### config.mk
export PLATFORM = sky130hd
export DESIGN_NAME = cyx_load_ext_pipe_flat
export DESIGN_NICKNAME = d
export VERILOG_FILES = /design/src/rtl/cyx_ext_pkg.sv /design/src/rtl/cyx_load_ext_pipe_if.sv /design/src/rtl/cyx_skid_buf2.sv /design/src/rtl/cyx_load_ext_pipe.sv /design/src/flat_wrapper.sv
export SDC_FILE = /design/constraint.sdc
export NUM_CORES = 1
export LEC_CHECK = 0
export ABC_AREA = 1
export CAP_MARGIN = 20
export CORE_ASPECT_RATIO = 1.75
export CORE_UTILIZATION = 35
export CTS_CLUSTER_DIAMETER = 100
export DETAILED_ROUTE_END_ITERATION = 6
export GPL_TIMING_DRIVEN = 0
export PLACE_DENSITY = 0.64
export SLEW_MARGIN = 40
export SYNTH_ARGS = -nofsm -noshare
export SYNTH_HDL_FRONTEND = slang
export SYNTH_HIERARCHICAL = 1
export SYNTH_SLANG_ARGS = --single-unit
### constraint.sdc
create_clock -name clk -period 3.31 [get_ports clk]
set_input_delay 0.662 -clock clk [delete_from_list [all_inputs] [get_ports clk]]
set_output_delay 0.662 -clock clk [all_outputs]
set_load 0.02 [all_outputs]
### src/rtl/cyx_ext_pkg.sv
// Shared definitions for the load/immediate extension pipe.
// Holds the mode encodings, the skid-buffer state type and ext_word(),
// the width-generic extension function returning {err, dout}.
package cyx_ext_pkg;

    localparam int unsigned MODE_W    = 3;
    localparam int unsigned MAX_W     = 256;
    localparam int unsigned MAX_OFF_W = $clog2(MAX_W / 8);

    localparam logic [MODE_W-1:0] MODE_ZB  = 3'd0;
    localparam logic [MODE_W-1:0] MODE_SB  = 3'd1;
    localparam logic [MODE_W-1:0] MODE_ZH  = 3'd2;
    localparam logic [MODE_W-1:0] MODE_SH  = 3'd3;
    localparam logic [MODE_W-1:0] MODE_W32 = 3'd4;
    localparam logic [MODE_W-1:0] MODE_LUI = 3'd5;

    typedef enum logic [1:0] {
        BUF_EMPTY = 2'd0,
        BUF_ONE   = 2'd1,
        BUF_FULL  = 2'd2
    } buf_state_e;

    // Extends a word of data_w bits (held in the low bits of din) and
    // returns {err, dout}; bits of dout at or above data_w are always 0.
    function automatic logic [MAX_W:0] ext_word(
        input int unsigned         data_w,
        input logic [MODE_W-1:0]   mode,
        input logic [MAX_OFF_W-1:0] offset,
        input logic [MAX_W-1:0]    din
    );
        logic [MAX_W-1:0] shifted;
        logic [MAX_W-1:0] mask;
        logic [MAX_W-1:0] res;
        logic             bad;
        int unsigned      half;
        half    = data_w / 2;
        shifted = din >> {offset, 3'b000};
        mask    = (data_w >= MAX_W) ? {MAX_W{1'b1}}
                                    : ((MAX_W'(1) << data_w) - MAX_W'(1));
        res     = '0;
        bad     = 1'b0;
        case (mode)
            MODE_ZB:  res = MAX_W'(shifted[7:0]);
            MODE_SB:  res = {{(MAX_W-8){shifted[7]}}, shifted[7:0]};
            MODE_ZH: begin
                bad = offset[0];
                res = MAX_W'(shifted[15:0]);
            end
            MODE_SH: begin
                bad = offset[0];
                res = {{(MAX_W-16){shifted[15]}}, shifted[15:0]};
            end
            MODE_W32: begin
                bad = (offset != '0);
                res = din;
            end
            MODE_LUI: res = (din & (mask >> half)) << half;
            default:  bad = 1'b1;
        endcase
        if (bad) begin
            res = '0;
        end
        return {bad, res & mask};
    endfunction

endpackage

### src/rtl/cyx_load_ext_pipe_if.sv
// Valid/ready bus of the extension pipe.
// master: producer/consumer side (drives in_valid, mode, offset, din, out_ready)
// slave:  the pipe (drives in_ready, out_valid, dout, err)
interface cyx_load_ext_pipe_if #(
    parameter int unsigned DATA_W = 32
);
    localparam int unsigned OFF_W = $clog2(DATA_W / 8);

    logic              in_valid;
    logic              in_ready;
    logic [2:0]        mode;
    logic [OFF_W-1:0]  offset;
    logic [DATA_W-1:0] din;
    logic              out_valid;
    logic              out_ready;
    logic [DATA_W-1:0] dout;
    logic              err;

    modport master (
        output in_valid, mode, offset, din, out_ready,
        input  in_ready, out_valid, dout, err
    );

    modport slave (
        input  in_valid, mode, offset, din, out_ready,
        output in_ready, out_valid, dout, err
    );
endinterface

### src/rtl/cyx_skid_buf2.sv
// Two-entry valid/ready FIFO buffer with registered in_ready/out_valid.
// Ports: clk, rst (sync, active high); in_valid/in_ready/in_data push side;
// out_valid/out_ready/out_data pop side, out_data is the head entry.
module cyx_skid_buf2
    import cyx_ext_pkg::*;
#(
    parameter int unsigned W = 33
) (
    input  logic         clk,
    input  logic         rst,
    input  logic         in_valid,
    output logic         in_ready,
    input  logic [W-1:0] in_data,
    output logic         out_valid,
    input  logic         out_ready,
    output logic [W-1:0] out_data
);

    buf_state_e   state;
    buf_state_e   state_next;
    logic         push_c;
    logic         pop_c;
    logic         head_ld_c;
    logic         head_from_tail_c;
    logic         tail_ld_c;
    logic [W-1:0] tail_q;

    assign push_c = in_valid & in_ready;
    assign pop_c  = out_valid & out_ready;

    // State register; handshake flags are precomputed from the next state.
    always_ff @(posedge clk) begin
        if (rst) begin
            state     <= BUF_EMPTY;
            in_ready  <= 1'b0;
            out_valid <= 1'b0;
        end else begin
            state     <= state_next;
            in_ready  <= (state_next != BUF_FULL);
            out_valid <= (state_next != BUF_EMPTY);
        end
    end

    // Occupancy transitions.
    always_comb begin
        state_next = state;
        case (state)
            BUF_EMPTY: if (push_c) state_next = BUF_ONE;
            BUF_ONE: begin
                if (push_c && !pop_c) begin
                    state_next = BUF_FULL;
                end else if (!push_c && pop_c) begin
                    state_next = BUF_EMPTY;
                end
            end
            BUF_FULL:  if (pop_c) state_next = BUF_ONE;
            default:   state_next = BUF_EMPTY;
        endcase
    end

    // Storage load controls; push+pop in ONE overwrites the head directly.
    always_comb begin
        head_ld_c        = 1'b0;
        head_from_tail_c = 1'b0;
        tail_ld_c        = 1'b0;
        case (state)
            BUF_EMPTY: head_ld_c = push_c;
            BUF_ONE: begin
                head_ld_c = push_c & pop_c;
                tail_ld_c = push_c & ~pop_c;
            end
            BUF_FULL: begin
                head_ld_c        = pop_c;
                head_from_tail_c = 1'b1;
            end
            default: ;
        endcase
    end

    // Entry storage.
    always_ff @(posedge clk) begin
        if (rst) begin
            out_data <= '0;
            tail_q   <= '0;
        end else begin
            if (head_ld_c) begin
                out_data <= head_from_tail_c ? tail_q : in_data;
            end
            if (tail_ld_c) begin
                tail_q <= in_data;
            end
        end
    end

endmodule

### src/rtl/cyx_load_ext_pipe.sv
// Byte/halfword/word select with zero/sign extension or LUI placement,
// followed by a 2-entry skid buffer holding {err, dout}.
// Ports: clk, rst (sync, active high); bus (slave): in_valid/in_ready,
// mode, offset, din in; out_valid/out_ready, dout, err out.
module cyx_load_ext_pipe
    import cyx_ext_pkg::*;
#(
    parameter int unsigned DATA_W = 32
) (
    input  logic                clk,
    input  logic                rst,
    cyx_load_ext_pipe_if.slave  bus
);

    logic [MAX_W:0]  ext_c;
    logic [DATA_W:0] buf_din_c;
    logic [DATA_W:0] buf_dout;

    // Extension result; bits between DATA_W and MAX_W are zero by construction.
    always_comb begin
        ext_c = ext_word(DATA_W, bus.mode, MAX_OFF_W'(bus.offset), MAX_W'(bus.din));
    end

    assign buf_din_c = {ext_c[MAX_W], DATA_W'(ext_c)};

    cyx_skid_buf2 #(
        .W (DATA_W + 1)
    ) u_buf (
        .clk       (clk),
        .rst       (rst),
        .in_valid  (bus.in_valid),
        .in_ready  (bus.in_ready),
        .in_data   (buf_din_c),
        .out_valid (bus.out_valid),
        .out_ready (bus.out_ready),
        .out_data  (buf_dout)
    );

    assign bus.err  = buf_dout[DATA_W];
    assign bus.dout = buf_dout[DATA_W-1:0];

endmodule
### src/flat_wrapper.sv
// flat-port wrapper written by rule: the top's interface ports become plain ports
module cyx_load_ext_pipe_flat import cyx_ext_pkg::*;
#(
    parameter int unsigned DATA_W = 32
)
  (clk, rst, bus_in_valid, bus_mode, bus_offset, bus_din, bus_out_ready, bus_in_ready, bus_out_valid, bus_dout, bus_err);
  cyx_load_ext_pipe_if #(.DATA_W(DATA_W)) bus_i ();
  input  logic clk;
  input  logic rst;
  input wire logic [$bits(bus_i.in_valid)-1:0] bus_in_valid;
  input wire logic [$bits(bus_i.mode)-1:0] bus_mode;
  input wire logic [$bits(bus_i.offset)-1:0] bus_offset;
  input wire logic [$bits(bus_i.din)-1:0] bus_din;
  input wire logic [$bits(bus_i.out_ready)-1:0] bus_out_ready;
  output wire logic [$bits(bus_i.in_ready)-1:0] bus_in_ready;
  output wire logic [$bits(bus_i.out_valid)-1:0] bus_out_valid;
  output wire logic [$bits(bus_i.dout)-1:0] bus_dout;
  output wire logic [$bits(bus_i.err)-1:0] bus_err;
  assign bus_i.in_valid = bus_in_valid;
  assign bus_i.mode = bus_mode;
  assign bus_i.offset = bus_offset;
  assign bus_i.din = bus_din;
  assign bus_i.out_ready = bus_out_ready;
  assign bus_in_ready = bus_i.in_ready;
  assign bus_out_valid = bus_i.out_valid;
  assign bus_dout = bus_i.dout;
  assign bus_err = bus_i.err;
  cyx_load_ext_pipe #(.DATA_W(DATA_W)) u_core (.clk(clk), .rst(rst), .bus(bus_i));
endmodule
layer_met2.png
(3 px per um)
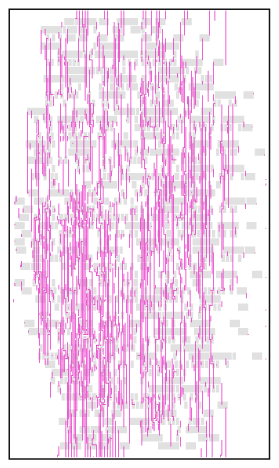
longest straight run = 84.3 um
wire length on this layer = 6580 um
main direction = vertical
nets with wire on the layer = 622

==> results.txt <==
yosys + openroad results -> via count 4676, launch point of the worst hold path u_core/u_buf/tail_q[3], overflow left after global routing 0, post-detailed-route via-to-cell ratio 4.553, worst setup margin 0.8287 ns, Top cell by count, worst path nand2_1, clock root buffer master clkbuf_16, number of antenna-violating nets in the routed design 0, iteration-0 DRC count of the detailed router 210, wire length of the first global-routing pass 21050 um, post-synthesis cell area 0.004344 mm2, outcome completed, fin crit period 2.481 ns, type of the most critical hold path reg2reg, cell area after layout 0.005589 mm2, maximum ir drop on the vdd rail 243.0 uV, cell chain of the critical path clkdlybuf4s50_1 > nor2_4 > nand2_1 > inv_2 > nand2_1 > nand2_2 > buf_2 > a21oi_1 > nand2_1 > nand2_1 > nor2_1 > nor2_1, # setup viols final 0, Min-Delay Path Depth 2, Final Wtd Congestion 0.9299, max-slew violation count 0, count of endpoints failing hold in the final timing report 0, leakage power total 2.738 nW, TritonCTS clock tree built, number of clock sinks 70, #FFs+latches synth 70, Clock transition at path regs 0.06 ns, startpoint of the most critical register-to-register path u_core/u_buf/out_valid, ratio of final minimum period to clock period 74.96%, data required time at the worst endpoint 3.54 ns, Cell Pwr Density 442.3 mW/mm2, launching instance or port of the critical path bus_mode[1], area of the synthesized netlist per yosys stat 0.004344 mm2, Final #Nets 898, number of rows created at floorplan 53, worst-case reg-to-reg path depth 6, area post-placement 0.005281 mm2
wires.png
(4 px per um) Only two layers are drawn.
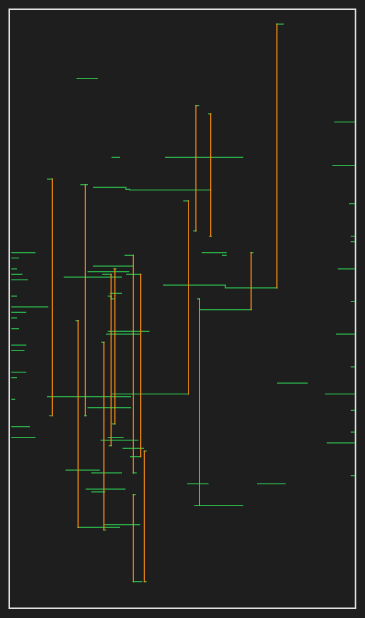
green -> metal 3  # wire length 424 um
orange -> metal 4  # wire length 694 um

## worst max-delay path: cells and delay by family
family	cells	cell delay, ns
buffers and inverters	3	0.98
AND/OR/NAND/NOR	8	0.94
AND-OR/OR-AND	1	0.13
## report_power, final
| part | internal (mW) | leakage [nW] | total (mW) | switching [mW] |
|---|---|---|---|---|
| registers | 0.890 | 0.570 | 0.913 | 0.0229 |
| clock network | 0.607 | 0.149 | 0.989 | 0.382 |
| logic | 0.229 | 2.02 | 0.570 | 0.341 |
## per-stage QoR
| step | total power, mW | utilization [%] |
|---|---|---|
| after CTS | 2.496 | 46.31 |
| after global routing | 2.596 | 46.31 |
| after detailed placement | 1.502 | 43.76 |
| after floorplan | 1.275 | - |
| after global placement | 1.501 | 43.76 |
| final | 2.472 | 46.31 |
## Yosys cell counts (all sizes together)
library cell / instances / area [um2]
nand2: 338 / 1276
nor2: 123 / 479.2
inv: 78 / 292.8
dfxtp: 70 / 1401
a21oi: 56 / 291.5
buf: 36 / 207.7
nand3: 33 / 175.2
nand4: 17 / 106.4
clkbuf: 8 / 30.03
o21ai: 7 / 35.03
o211ai: 6 / 45.04
clkinv: 1 / 3.750
## sequential cells by signal, summed over array words and instances (netlist names)
name                    cells
u_core/u_buf/out_data      33
u_core/u_buf/in_ready       1
u_core/u_buf/state          2
u_core/u_buf/out_valid      1
u_core/u_buf/tail_q        33
## routing by layer
metal,global-route usage (%),wire length (um),share of wire (%)
met5,0,0,0
met4,14.33,693,5.4
met3,2.435,424,3.3
met2,38.53,6580,52
met1,21.94,5072,40
## cell type report
type / instances / area (um2)
fillers: 1353 / 6480
multi-input cells: 580 / 2409
flip-flops and latches: 70 / 1401
repair buffers: 73 / 730.7
inverters: 79 / 296.5
clock buffers: 10 / 239.0
plain buffers: 44 / 237.7
well taps: 165 / 206.4
clock inverters: 6 / 68.82
## worst max-delay path by stage
stage                                     end  slack [ns]  depth (start not counted)
finish               u_core/u_buf/out_data[7]        0.83                         12
global route         u_core/u_buf/out_data[1]        0.62                         11
CTS                  u_core/u_buf/out_data[7]        0.87                         12
detailed placement   u_core/u_buf/out_data[7]        0.51                         12
global placement     u_core/u_buf/out_data[7]        0.50                         12
floorplan           u_core/u_buf/out_data[22]        1.35                         12
## logic make-up (layout without fill, tap and decap cells)
| logic type | after synthesis | in the layout | share of synthesized area (%) |
|---|---|---|---|
| and+or+nand+nor | 511 | 511 | 46.89 |
| DFF | 70 | 70 | 32.26 |
| AOI/OAI and AO/OA | 69 | 69 | 8.554 |
| buffers and inverters | 123 | 212 | 12.30 |
Power and IR drop assume default switching activity.
